===== config.mk =====
export PLATFORM = sky130hd
export DESIGN_NAME = div_32
export DESIGN_NICKNAME = d
export VERILOG_FILES = /design/src/rtl/div_32_pkg.sv /design/src/rtl/add_sub_32.sv /design/src/rtl/div_32.sv
export SDC_FILE = /design/constraint.sdc
export NUM_CORES = 1
export LEC_CHECK = 0
export ABC_AREA = 1
export CAP_MARGIN = 5
export CORE_ASPECT_RATIO = 2
export CORE_UTILIZATION = 53
export DETAILED_ROUTE_END_ITERATION = 10
export PLACE_DENSITY_LB_ADDON = 0.3
export SYNTH_ARGS = -nofsm -noshare
export SYNTH_HDL_FRONTEND = slang
export SYNTH_HIERARCHICAL = 1
export SYNTH_SLANG_ARGS = --single-unit

===== constraint.sdc =====
create_clock -name clk -period 2.95 [get_ports clk]
set_input_delay 0.4425 -clock clk [delete_from_list [all_inputs] [get_ports clk]]
set_output_delay 0.4425 -clock clk [all_outputs]
set_load 0.01 [all_outputs]

===== src/rtl/div_32_pkg.sv =====
// div_32_pkg: shared FSM encoding, default width and counter sizing for div_32
package div_32_pkg;
  localparam int DEF_N = 32;
  typedef enum logic [1:0] {IDLE, BUSY, DONE} state_t;
  function automatic int cnt_w(input int n);
    return $clog2(n) + 1;
  endfunction
endpackage


===== src/rtl/add_sub_32.sv =====
// add_sub_32: W-bit adder/subtractor; sel=1 gives a-b, cout is then not-borrow
// ports: a, b operands; sel 0=add 1=subtract; sum W-bit result; cout carry out
module add_sub_32 #(
  parameter int W = 33
) (
  input  logic [W-1:0] a,
  input  logic [W-1:0] b,
  input  logic         sel,
  output logic [W-1:0] sum,
  output logic         cout
);
  always_comb {cout, sum} = {1'b0, a} + {1'b0, b ^ {W{sel}}} + {{W{1'b0}}, sel};
endmodule


===== src/rtl/div_32.sv =====
// div_32: sequential restoring divider, signed/unsigned, one quotient bit per cycle
// ports: clk, rst_n (async active-low); start/sgn/dividend/divisor request a division;
//        busy while iterating; done one-cycle pulse with quotient/remainder/div_zero valid
module div_32
  import div_32_pkg::*;
#(
  parameter int N = DEF_N
) (
  input  logic         clk,
  input  logic         rst_n,
  input  logic         start,
  input  logic         sgn,
  input  logic [N-1:0] dividend,
  input  logic [N-1:0] divisor,
  output logic         busy,
  output logic         done,
  output logic [N-1:0] quotient,
  output logic [N-1:0] remainder,
  output logic         div_zero
);
  localparam int CW = cnt_w(N);
  state_t state;
  logic [N-1:0] rem, dq, dvsr, rem_n, q_n;
  logic [CW-1:0] cnt;
  logic [N:0] diff;
  logic neg_q, neg_r, nb, accept, last, unused_hi;
  // one negation path serves both operand magnitudes and final sign correction
  function automatic logic [N-1:0] cond_neg(input logic [N-1:0] v, input logic c);
    return c ? -v : v;
  endfunction
  // dq shifts dividend bits out at the top while quotient bits enter at the bottom
  add_sub_32 #(.W(N + 1)) u_trial (
    .a    ({rem, dq[N-1]}),
    .b    ({1'b0, dvsr}),
    .sel  (1'b1),
    .sum  (diff),
    .cout (nb)
  );
  always_comb begin
    rem_n = nb ? diff[N-1:0] : {rem[N-2:0], dq[N-1]};
    q_n   = {dq[N-2:0], nb};
  end
  assign unused_hi = diff[N];
  assign accept    = start && state != BUSY;
  assign last      = cnt == CW'(N - 1);
  assign busy      = state == BUSY;
  assign done      = state == DONE;
  always_ff @(posedge clk or negedge rst_n)
    if (!rst_n) begin
      state     <= IDLE;
      rem       <= '0;
      dq        <= '0;
      dvsr      <= '0;
      cnt       <= '0;
      neg_q     <= 1'b0;
      neg_r     <= 1'b0;
      quotient  <= '0;
      remainder <= '0;
      div_zero  <= 1'b0;
    end else if (accept) begin
      state    <= divisor == '0 ? DONE : BUSY;
      div_zero <= divisor == '0;
      neg_q    <= sgn && (dividend[N-1] ^ divisor[N-1]);
      neg_r    <= sgn && dividend[N-1];
      rem      <= '0;
      dq       <= cond_neg(dividend, sgn && dividend[N-1]);
      dvsr     <= cond_neg(divisor, sgn && divisor[N-1]);
      cnt      <= '0;
      if (divisor == '0) begin
        quotient  <= '1;
        remainder <= dividend;
      end
    end else if (state == BUSY) begin
      rem <= rem_n;
      dq  <= q_n;
      cnt <= cnt + 1'b1;
      if (last) begin
        state     <= DONE;
        quotient  <= cond_neg(q_n, neg_q);
        remainder <= cond_neg(rem_n, neg_r);
      end
    end else if (state == DONE) state <= IDLE;
endmodule

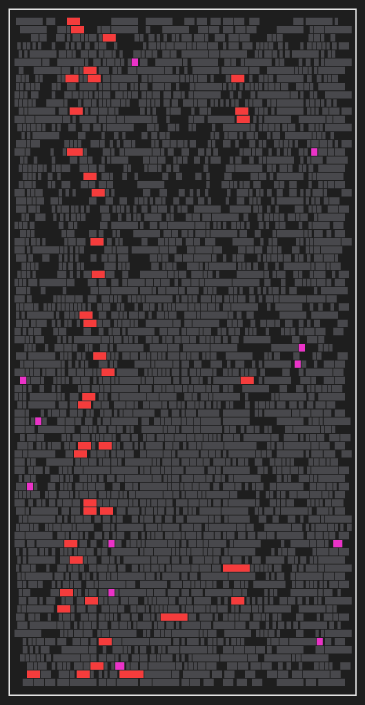
Fig. 1. Logic cells by family (run 1).
Scale: 3 px per um.
[fa/ha/maj cells] red | cells: 41
[and/or cells] magenta | cells: 12 | where: widely spread

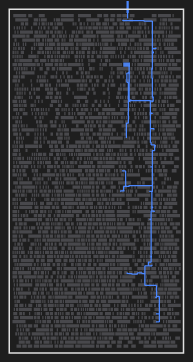
Fig. 2. Port wiring (run 1).
Scale: 1.5 px per um.
[`busy`] blue | bits: 1 | direction: output | end cells: 1 | wire: 412 um

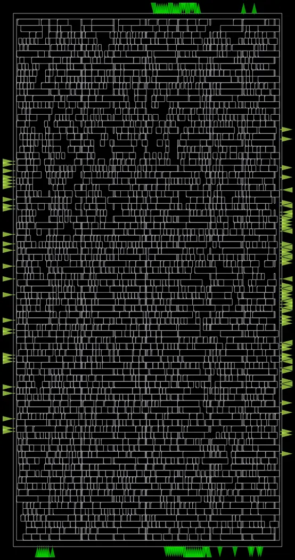
Fig. 3. Placement view (run 1).
flop share of the area: 21.8%
core box area: 25100 um2

==> flow_metrics.env, run 1 <==
# physical design summary
export IMPL_met3_length_um=3110
export IMPL_setup_ws_ns=-0.538
export IMPL_first_iter_violations=1380
export IMPL_max_vdd_ir_drop_uv=445
export IMPL_dpl_cell_count=2751
export IMPL_use_met1_pct=37.0
export IMPL_endpoint_kind="flop"
export IMPL_grt_max_degree=77
export IMPL_synth_area_um2=13600
export IMPL_top_usage_layer="met2"
export IMPL_drc=0
export IMPL_fin_crit_sh_pct=118
export IMPL_maxPowerGroup="combinational logic"
export IMPL_fp_dieH_um=228
export IMPL_cts_resized=158
export IMPL_power_internal_mw=6.88
export IMPL_syn_inst=2074
export IMPL_wirelength_um=54600
export IMPL_cts_buffer_depth=2
export IMPL_antenna_found_initial=0
export IMPL_rsz0062_at_grt="yes"
export IMPL_power_switching_mw=5.58
export IMPL_synth_nets=2183
export IMPL_nNonClkBuffers=479
export IMPL_io_pins=135
export IMPL_critical_path_arrival_ns=3.89
export IMPL_yosys_warnings=6
export IMPL_final_clk_cell_share_pct=3.16
export IMPL_comb_share_pct=46.1
export IMPL_hold_class="primary input to async pin"
export IMPL_fin_util_pct=77.9
export IMPL_violations="negative setup slack"
export IMPL_globalRouteOverflowTotal=0
export IMPL_cp_common_cell="nand2_1"
export IMPL_hold_violations=0
export IMPL_p_clk_share_pct=19.6
export IMPL_fin_hold_ws_ns=0.469
export IMPL_final_nets=2609
export IMPL_cp_start_kind="flop"
export IMPL_grt_usage_pct=40.7
export IMPL_place_ws_ns=-0.729
export IMPL_drive_gt1_share_pct=27.2
export IMPL_cts_setup_buffers=26
export IMPL_crit_slowest_cell="dfrtp_1"
export IMPL_rrSetupSlack_ns=-0.54
export IMPL_clk_power_mw=2.44
export IMPL_path_clk_slew_ns=0.07
export IMPL_num_multi_input_gates=1578
export IMPL_finalSetupViolations=54
export IMPL_area_dominant_class="logic gates"
export IMPL_met2_usage_pct=73.5
export IMPL_die_area_um2=26300
export IMPL_status="finished, violations left"
export IMPL_cts_tree="done"
export IMPL_taps=336
export IMPL_seqPwrFrac_pct=26.5
export IMPL_final_cell_mix="nand2_1, buf_4, inv_1"
export IMPL_r2r_worst_path_cells=26
export IMPL_path_depth=26
export IMPL_routed_wl_met2_um=28200
export IMPL_syn_avg_cell_area_um2=6.54
export IMPL_flops=171
export IMPL_fp_util_pct=53.9
==> inputs of run 2 (changes only) <==
--- a/config.mk
+++ b/config.mk
@@ -6,11 +6,10 @@
 export NUM_CORES = 1
 export LEC_CHECK = 0
 export ABC_AREA = 1
-export CAP_MARGIN = 5
 export CORE_ASPECT_RATIO = 2
 export CORE_UTILIZATION = 53
 export DETAILED_ROUTE_END_ITERATION = 10
-export PLACE_DENSITY_LB_ADDON = 0.3
+export PLACE_DENSITY = 0.75
 export SYNTH_ARGS = -nofsm -noshare
 export SYNTH_HDL_FRONTEND = slang
 export SYNTH_HIERARCHICAL = 1
==> flow_metrics.env, run 2 <==
# physical design summary
export IMPL_dpl_hpwl_um=38600
export IMPL_dpl_cell_count=2744
export IMPL_flops=171
export IMPL_fin_crit_sh_pct=118
export IMPL_max_vdd_ir_drop_uv=469
export IMPL_routed_wl_met2_um=27500
export IMPL_grt_max_degree=77
export IMPL_core_area_um2=25100
export IMPL_synth_area_um2=13600
export IMPL_io_pins=135
export IMPL_status="finished, violations left"
export IMPL_syn_avg_cell_area_um2=6.54
export IMPL_path_depth=22
export IMPL_clk_power_mw=2.43
export IMPL_finalSetupViolations=55
export IMPL_first_iter_violations=1161
export IMPL_setup_ws_ns=-0.537
export IMPL_wirelength_um=51900
export IMPL_rsz0062_at_grt="yes"
export IMPL_cts_buffer_depth=2
export IMPL_cts_setup_buffers=41
export IMPL_place_ws_ns=-0.594
export IMPL_worstMarginPinSlew_ns=0.636
export IMPL_final_clk_cell_share_pct=3.25
export IMPL_endpoint_kind="flop"
export IMPL_maxPowerGroup="combinational logic"
export IMPL_rrSetupSlack_ns=-0.54
export IMPL_top_usage_layer="met2"
export IMPL_globalRouteOverflowTotal=0
export IMPL_numCtsBuffers=17
export IMPL_die_w_um=115
export IMPL_area_dominant_class="logic gates"
export IMPL_portBuffers=134
export IMPL_power_internal_mw=6.84
export IMPL_crit_slowest_cell="dfrtp_1"
export IMPL_die_area_um2=26300
export IMPL_comb_share_pct=45.6
export IMPL_cts_resized=83
export IMPL_met2_usage_pct=73.2
export IMPL_critical_path_arrival_ns=3.82
export IMPL_synth_nets=2183
export IMPL_layout_min_cycle_time_ns=3.49
export IMPL_n_fill_cell=1973
export IMPL_hold_violations=0
export IMPL_grt_pass1_vias=16217
export IMPL_violations="negative setup slack"
export IMPL_grt_usage_pct=39.5
export IMPL_drive_gt1_share_pct=23.4
export IMPL_final_nets=2599
export IMPL_antenna_found_initial=1
export IMPL_final_cell_mix="nand2_1, buf_4, inv_1"
export IMPL_fp_util_pct=53.9
export IMPL_power_switching_mw=5.33
export IMPL_hold_class="flop to flop"
export IMPL_nNonClkBuffers=471
export IMPL_pwr_share_comb_pct=52.8
export IMPL_r2r_worst_path_cells=22
export IMPL_cp_start_kind="flop"
export IMPL_seqPwrFrac_pct=27.2
export IMPL_taps=336
export IMPL_path_clk_slew_ns=0.07
export IMPL_crit_path_start="dvsr[28]"
export IMPL_p_clk_share_pct=20.0
export IMPL_syn_inst=2074
export IMPL_fin_hold_ws_ns=0.489
export IMPL_stdcell_count=2837
export IMPL_cts_tree="done"
export IMPL_drc=0
export IMPL_met3_length_um=2710
export IMPL_use_met1_pct=34.4
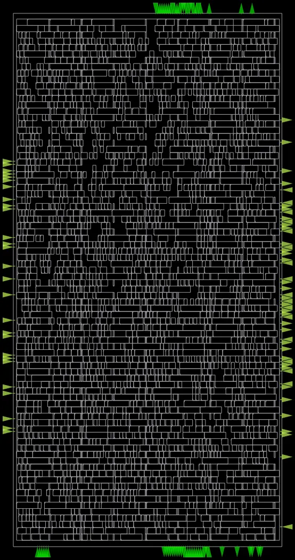
Fig. 4. Placement view (run 2).
Finished Core Util: 75.6%
flop share of the area: 22.5%
num rows: 82

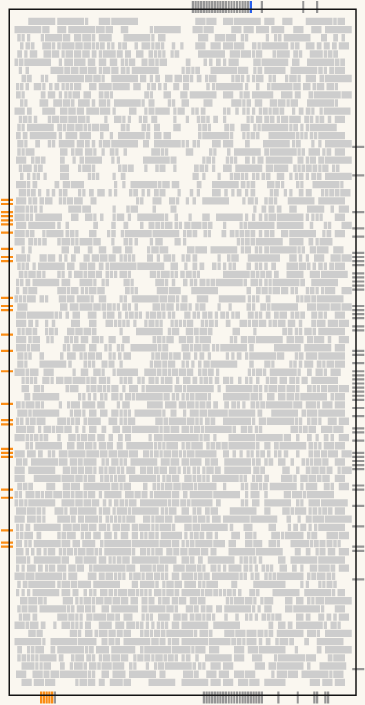
Fig. 5. I/O pins on the die edge (run 2).
Scale: 3 px per um. Pins as bars across the die edge, other pins in grey.
[`divisor`] orange | pins: 32 | direction: input | edge: 27 west, 5 south
[`busy`] blue | pins: 1 | direction: output | edge: north
all pins by edge: 49 east, 34 south, 27 west, 25 north

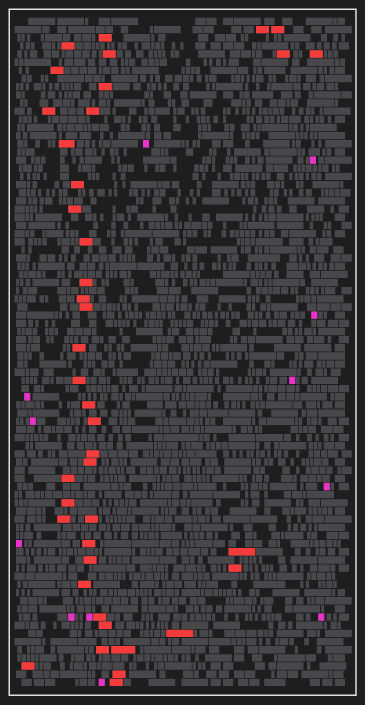
Fig. 6. Logic cells by family (run 2).
Scale: 3 px per um.
[and/or cells] magenta | cells: 12 | where: widely spread
[fa/ha/maj cells] red | cells: 41

==> inputs of run 3 (changes only) <==
--- a/config.mk
+++ b/config.mk
@@ -6,10 +6,12 @@
 export NUM_CORES = 1
 export LEC_CHECK = 0
 export ABC_AREA = 1
+export CELL_PAD_IN_SITES_DETAIL_PLACEMENT = 1
+export CELL_PAD_IN_SITES_GLOBAL_PLACEMENT = 1
 export CORE_ASPECT_RATIO = 2
-export CORE_UTILIZATION = 53
+export CORE_UTILIZATION = 38
 export DETAILED_ROUTE_END_ITERATION = 10
-export PLACE_DENSITY = 0.75
+export PLACE_DENSITY = 0.76
 export SYNTH_ARGS = -nofsm -noshare
 export SYNTH_HDL_FRONTEND = slang
 export SYNTH_HIERARCHICAL = 1
==> flow_metrics.env, run 3 <==
# physical design summary
export IMPL_synth_area_um2=13600
export IMPL_portBuffers=134
export IMPL_cts_buffer_depth=2
export IMPL_top_usage_layer="met2"
export IMPL_violations="negative setup slack"
export IMPL_numCtsBuffers=17
export IMPL_num_multi_input_gates=1579
export IMPL_setup_ws_ns=-0.900
export IMPL_worstMarginPinSlew_ns=1.02
export IMPL_crit_path_start="dvsr[4]"
export IMPL_hold_violations=0
export IMPL_grt_pass1_vias=18238
export IMPL_cp_start_kind="flop"
export IMPL_hold_class="primary input to async pin"
export IMPL_place_ws_ns=-0.914
export IMPL_stdcell_count=2992
export IMPL_power_switching_mw=6.78
export IMPL_dpl_cell_count=2876
export IMPL_die_area_um2=36500
export IMPL_cts_resized=242
export IMPL_p_clk_share_pct=17.5
export IMPL_final_nets=2643
export IMPL_antenna_found_initial=0
export IMPL_first_iter_violations=1075
export IMPL_cp_common_cell="nand2_4"
export IMPL_grt_max_degree=72
export IMPL_syn_inst=2074
export IMPL_seqPwrFrac_pct=24.0
export IMPL_fin_crit_sh_pct=131
export IMPL_status="finished, violations left"
export IMPL_crit_slowest_cell="dfrtp_1"
export IMPL_max_vdd_ir_drop_uv=412
export IMPL_n_fill_cell=4468
export IMPL_finalSetupViolations=76
export IMPL_met3_length_um=3760
export IMPL_fp_dieH_um=269
export IMPL_path_depth=23
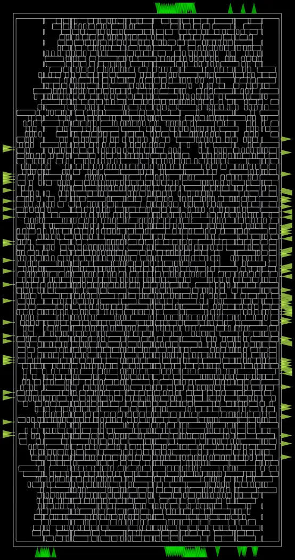
Fig. 7. Placement view (run 3).
flop share of the area: 20.8%
registers: 171

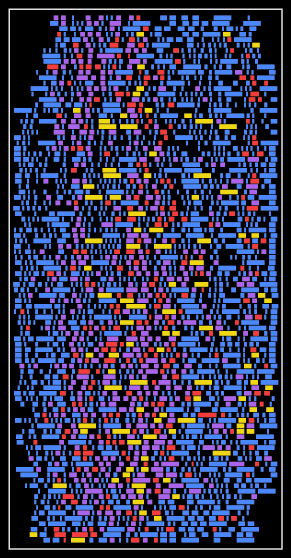
Fig. 8. Drive-strength map (run 3).
Scale: 2 px per um.
[x1 and smaller] blue | cells: 1749
[x2] red | cells: 259
[x3 and x4] purple | cells: 444
[x6 and larger] yellow | cells: 95

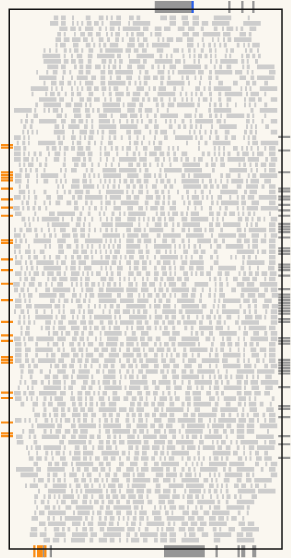
Fig. 9. I/O pins on the die edge (run 3).
Scale: 2 px per um. Pins as bars across the die edge, other pins in grey.
[`busy`] blue | pins: 1 | direction: output | edge: north
[`divisor`] orange | pins: 32 | direction: input | edge: 27 west, 5 south

